[config.mk]
export PLATFORM = sky130hd
export DESIGN_NAME = crc32_stream16
export DESIGN_NICKNAME = d
export VERILOG_FILES = /design/src/rtl/crc32_stream16.sv
export SDC_FILE = /design/constraint.sdc
export NUM_CORES = 1
export LEC_CHECK = 0
export ABC_CLOCK_PERIOD_IN_PS = 4300
export CORE_MARGIN = 2
export CORE_UTILIZATION = 40
export CTS_CLUSTER_DIAMETER = 50
export CTS_CLUSTER_SIZE = 10
export DETAILED_ROUTE_END_ITERATION = 10
export MAX_ROUTING_LAYER = met4
export PLACE_DENSITY = 0.63
export SYNTH_ARGS = -nofsm -noshare
export SYNTH_HDL_FRONTEND = slang
export SYNTH_SLANG_ARGS = --single-unit
export TNS_END_PERCENT = 10
[constraint.sdc]
create_clock -name clk_i -period 4.3 [get_ports clk_i]
set_input_delay 0.86 -clock clk_i [delete_from_list [all_inputs] [get_ports clk_i]]
set_output_delay 0.86 -clock clk_i [all_outputs]
set_load 0.01 [all_outputs]
[src/rtl/crc32_stream16.sv]
// Streaming CRC-32 (reflected 0xEDB88320) over 16-bit beats with byte enables on the last beat.
// Each frame's result is held in an output register until the downstream consumer takes it.
module crc32_stream16 #(
    parameter logic [31:0] INIT   = 32'hFFFFFFFF,
    parameter logic [31:0] XOROUT = 32'hFFFFFFFF
) (
    input  logic        clk_i,
    input  logic        rst_ni,
    input  logic        s_valid_i,
    output logic        s_ready_o,
    input  logic [15:0] s_data_i,
    input  logic [1:0]  s_keep_i,
    input  logic        s_last_i,
    output logic        crc_valid_o,
    input  logic        crc_ready_i,
    output logic [31:0] crc_o,
    output logic        crc_ok_o,
    output logic [15:0] frame_len_o
);

    localparam logic [31:0] POLY    = 32'hEDB88320;
    localparam logic [31:0] RESIDUE = 32'hDEBB20E3;

    typedef enum logic [0:0] {
        IDLE = 1'b0,
        BUSY = 1'b1
    } state_t;

    state_t      state_r;
    logic [31:0] crc_r;
    logic [15:0] len_r;

    logic        accept_s;
    logic [31:0] crc_base_s;
    logic [15:0] len_base_s;
    logic [31:0] crc_next_s;
    logic [16:0] len_inc_s;
    logic [16:0] len_sum_s;
    logic [15:0] len_next_s;

    // Bitwise CRC-32 step for one byte, least significant bit first.
    function automatic logic [31:0] crc_byte(input logic [31:0] crc, input logic [7:0] data);
        logic [31:0] c;
        c = crc ^ {24'h000000, data};
        for (int i = 0; i < 8; i++) begin
            c = c[0] ? ((c >> 1) ^ POLY) : (c >> 1);
        end
        return c;
    endfunction

    // Two bytes per step; the low byte is earlier on the wire.
    function automatic logic [31:0] crc_word(input logic [31:0] crc, input logic [15:0] data);
        return crc_byte(crc_byte(crc, data[7:0]), data[15:8]);
    endfunction

    assign s_ready_o = ~crc_valid_o | crc_ready_i;
    assign accept_s  = s_valid_i & s_ready_o;

    // Next running CRC and saturating length for the beat currently offered.
    always_comb begin
        crc_base_s = (state_r == IDLE) ? INIT : crc_r;
        len_base_s = (state_r == IDLE) ? 16'h0000 : len_r;
        crc_next_s = crc_word(crc_base_s, s_data_i);
        len_inc_s  = 17'd2;
        if (s_last_i) begin
            case (s_keep_i)
                2'b01: begin
                    crc_next_s = crc_byte(crc_base_s, s_data_i[7:0]);
                    len_inc_s  = 17'd1;
                end
                2'b00: begin
                    crc_next_s = crc_base_s;
                    len_inc_s  = 17'd0;
                end
                default: begin
                    crc_next_s = crc_word(crc_base_s, s_data_i);
                    len_inc_s  = 17'd2;
                end
            endcase
        end else begin
            crc_next_s = crc_word(crc_base_s, s_data_i);
            len_inc_s  = 17'd2;
        end
        len_sum_s  = {1'b0, len_base_s} + len_inc_s;
        len_next_s = len_sum_s[16] ? 16'hFFFF : len_sum_s[15:0];
    end

    // Frame FSM, running state and the held result registers.
    always_ff @(posedge clk_i) begin
        if (!rst_ni) begin
            state_r     <= IDLE;
            crc_r       <= INIT;
            len_r       <= 16'h0000;
            crc_valid_o <= 1'b0;
            crc_o       <= 32'h00000000;
            crc_ok_o    <= 1'b0;
            frame_len_o <= 16'h0000;
        end else begin
            if (accept_s && s_last_i) begin
                // Preset immediately so the next frame can start on the following cycle.
                state_r     <= IDLE;
                crc_r       <= INIT;
                len_r       <= 16'h0000;
                crc_valid_o <= 1'b1;
                crc_o       <= crc_next_s ^ XOROUT;
                crc_ok_o    <= (crc_next_s == RESIDUE);
                frame_len_o <= len_next_s;
            end else if (accept_s) begin
                state_r <= BUSY;
                crc_r   <= crc_next_s;
                len_r   <= len_next_s;
                if (crc_valid_o && crc_ready_i) begin
                    crc_valid_o <= 1'b0;
                end else begin
                    crc_valid_o <= crc_valid_o;
                end
            end else begin
                if (crc_valid_o && crc_ready_i) begin
                    crc_valid_o <= 1'b0;
                end else begin
                    crc_valid_o <= crc_valid_o;
                end
            end
        end
    end

endmodule
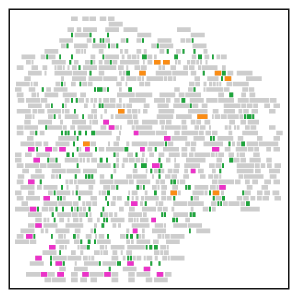
Figure 1: selected gate families.
(2 px per um)
[AND-OR and OR-AND gates] magenta | cells: 32 | most used: o211a_1
[multiplexers] orange | cells: 10 | most used: mux2i_1
[NAND gates] green | cells: 180 | most used: nand2_1

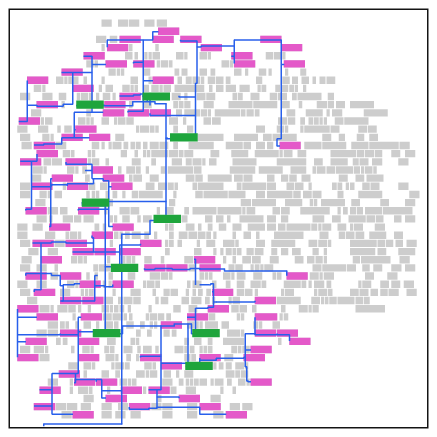
Figure 2: clock wires, drivers and flops.
(3 px per um)
[flip-flops] magenta | count: 99
[clock wires] blue | length: 1310 um
[clock drivers] green | count: 9
routed clock nets: 10

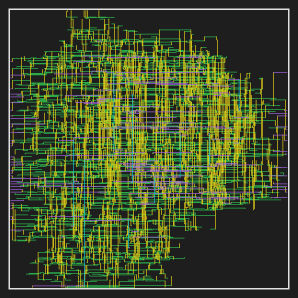
Figure 3: routed metal, one colour a layer.
(2 px per um)
[metal 1] green | wire length: 11100 um
[metal 3] purple | wire length: 1730 um
[metal 4] cyan | wire length: 269 um
[metal 2] yellow | wire length: 9320 um

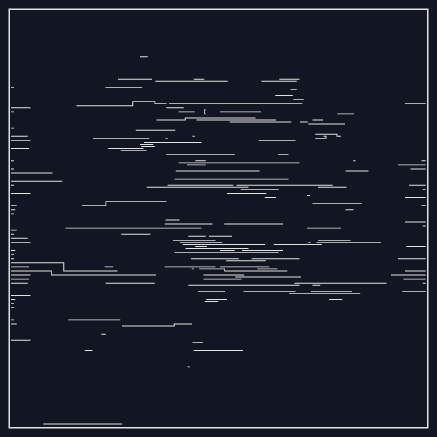
Figure 4: M3 wires.
(3 px per um)
main direction: horizontal
nets with wire on the layer: 124
share of all routed wire: 7.7%

==> qor.txt <==
Detailed Routing Iterations Pass 1 = 5
Slew Viols, Final = 0
Syn Nets = 855
Crit-path slowest cell = clkdlybuf4s50_1
Layout area overhead = 19.9%
EDFF count, synth = 0
number of port buffers = 73
area reported by Yosys stat = 7290 sq um
fmax = 0.261 GHz
Final #Nets = 933
post-CTS resize count = 0
critical path class = input pin to flop
Leak = 3.71 nW
distinct lib cells = 64
Top logic family = XOR/XNOR gates
Placer Congestion = 0.974
area fraction in mux cells = 0.0144
crit path DAT = 4.12 ns
via count = 6233
crit path cell chain = clkdlybuf4s50_1, xnor2_2, xnor2_1, xnor2_2, xnor2_4, xor3_1, xnor3_2, o2bb2ai_2, a2111oi_4, nand4_1, o21ai_1
gr usage total = 0.235
status = finished, final reports clean
placed insts = 1125
antenna violations before repair = 0
Worst Setup End Kind = flop
pwr dens = 630 nW/um^2
Tcrit/Tclk final = 0.892
Setup violations, final = 0
CP max FO = 6
top cells, area = dfxtp_1, xnor2_1, xnor3_1
Bufs on Longest Clock Path = 2
fill cell count = 1757
Worst path max stage delay = 0.59 ns
Num CTS Buffers = 9
Post-synth regs = 99
first-pass GRT wire length = 34400 um
Root Driver = clkbuf_16
synth warn = 0
most frequent cell on the critical path = xnor2_2
worst min-delay path category = flop to flop
Final min period = 3.84 ns
clock sink count = 99
area leader, netlist = dfxtp_1
remaining global-route overflow = 0
chip area = 19300 sq um
synthesized area = 7290 sq um
simple share = 0.184
Dominant cell area share = 0.272
Main synth FF type = dfxtp_1
I/O pin count = 74
Reg clk slew, reported paths = 0.07 ns
largest net degree at the start of global routing = 52
setup_tns = 0 ns
Routed Antenna Nets = 0
Worst-Margin Slew = 0.784 ns
CP startpoint kind = input pin
max-cap viol count = 0
xor/xnor share = 0.311
Init Core Util = 0.407
WL/cell = 19.7 um
Die Height = 139 um
die width = 139 um
Non-Filler Instances = 1140
sequential fraction of the synthesis area = 0.272
CTS tree = yes
Slew headroom = 0.477
Core Box Area = 17900 sq um
Total Power = 5.51 mW
clk_lat worst skew = 0.35 ns
Vias/cell = 5.47
postcts setup bufs = 0
hold_buf cts = 0
RSZ-0062 raised after global routing = no
peak supply drop = 0.000278 V
aggregate routed wire length = 22400 um
Synth Area in Compound Gates = 0.171
gate count of the mapped netlist = 829
Final Hold Fails = 0
Initial DRC Count = 593
Row Count = 49
where the power goes:
| part | switching, mW | internal [mW] | leakage, nW |
|---|---|---|---|
| clock network | 0.368 | 0.394 | 0.134 |
| registers | 0.141 | 1.06 | 0.814 |
| logic | 1.75 | 1.80 | 2.77 |
| total | 2.26 | 3.25 | 3.71 |
worst max-delay path, delay by kind of cell:
family / cells / cell delay (ns)
xor+xnor: 6 / 1.95
compound gates: 3 / 0.57
buf+inv: 1 / 0.59
simple gates: 1 / 0.15
area by class of cell:
class,count,area [sq um],share of cell area
tap,229,287,0.0328
sequential,99,1980,0.227
inverter,7,26.3,0.00301
multi-input combinational,659,5010,0.574
clock buffer,10,229,0.0262
clock inverter,5,36.3,0.00415
timing repair buffer,131,1170,0.133
final timing paths:
path                     from        end  depth (start not counted)  slack, ns
setup / recovery  s_data_i[4]   crc_ok_o                         11       0.46
hold / removal      crc_o[26]  crc_o[26]                          2       0.46
setup reg to reg     crc_r[0]   crc_ok_o                         11       0.68
hold reg to reg     crc_o[26]  crc_o[26]                          2       0.46
registers in the layout (all words and copies together) (netlist names):
| name | cells |
|---|---|
| crc_r | 32 |
| frame_len_o | 16 |
| state_r | 1 |
| crc_ok_o | 1 |
| crc_o | 32 |
| len_r | 16 |
| crc_valid_o | 1 |
cells in the final DEF, fill, tap and decap left out, drive strengths merged, types with 15 or more instances in the layout:
| cell | Yosys | routed |
|---|---|---|
| a211oi | 15 | 15 |
| a21boi | 17 | 17 |
| a21oi | 39 | 39 |
| buf | 19 | 58 |
| clkdlybuf4s50 | 0 | 73 |
| dfxtp | 99 | 99 |
| nand2 | 146 | 146 |
| nand3 | 18 | 18 |
| nor2 | 67 | 67 |
| o211a | 21 | 21 |
| o211ai | 24 | 24 |
| o21ai | 30 | 30 |
| xnor2 | 91 | 91 |
| xnor3 | 30 | 30 |
| xor2 | 41 | 41 |
cell families after synthesis:
family | count (synthesis)
AND-OR/OR-AND | 177
AND/OR/NAND/NOR | 300
buffers and inverters | 71
flip-flops | 99
XOR/XNOR | 169
adder cells (fa/ha/maj) | 3
multiplexers | 10
through the flow:
step                setup WS [ns]  hold WS [ns]  cell area [sq um]   util
finish                      0.465         0.462               8740  0.488
global route                0.310         0.477               8740  0.488
CTS                         0.495         0.459               8740  0.488
detailed placement          0.147         0.450               8480  0.474
global placement            0.145         0.449               8480  0.474
floorplan                   0.295         0.441               7290      -
metal layers:
layer / track usage / routed length, um / vias to the layer above
met3: 0.0373 / 1730 / 21
met2: 0.325 / 9320 / 253
met5: - / 0 / -
met4: 0.0505 / 268 / 0
li1: - / - / 3003
met1: 0.358 / 11100 / 2956
No activity file was given, so power comes from the tool's default toggle rates.
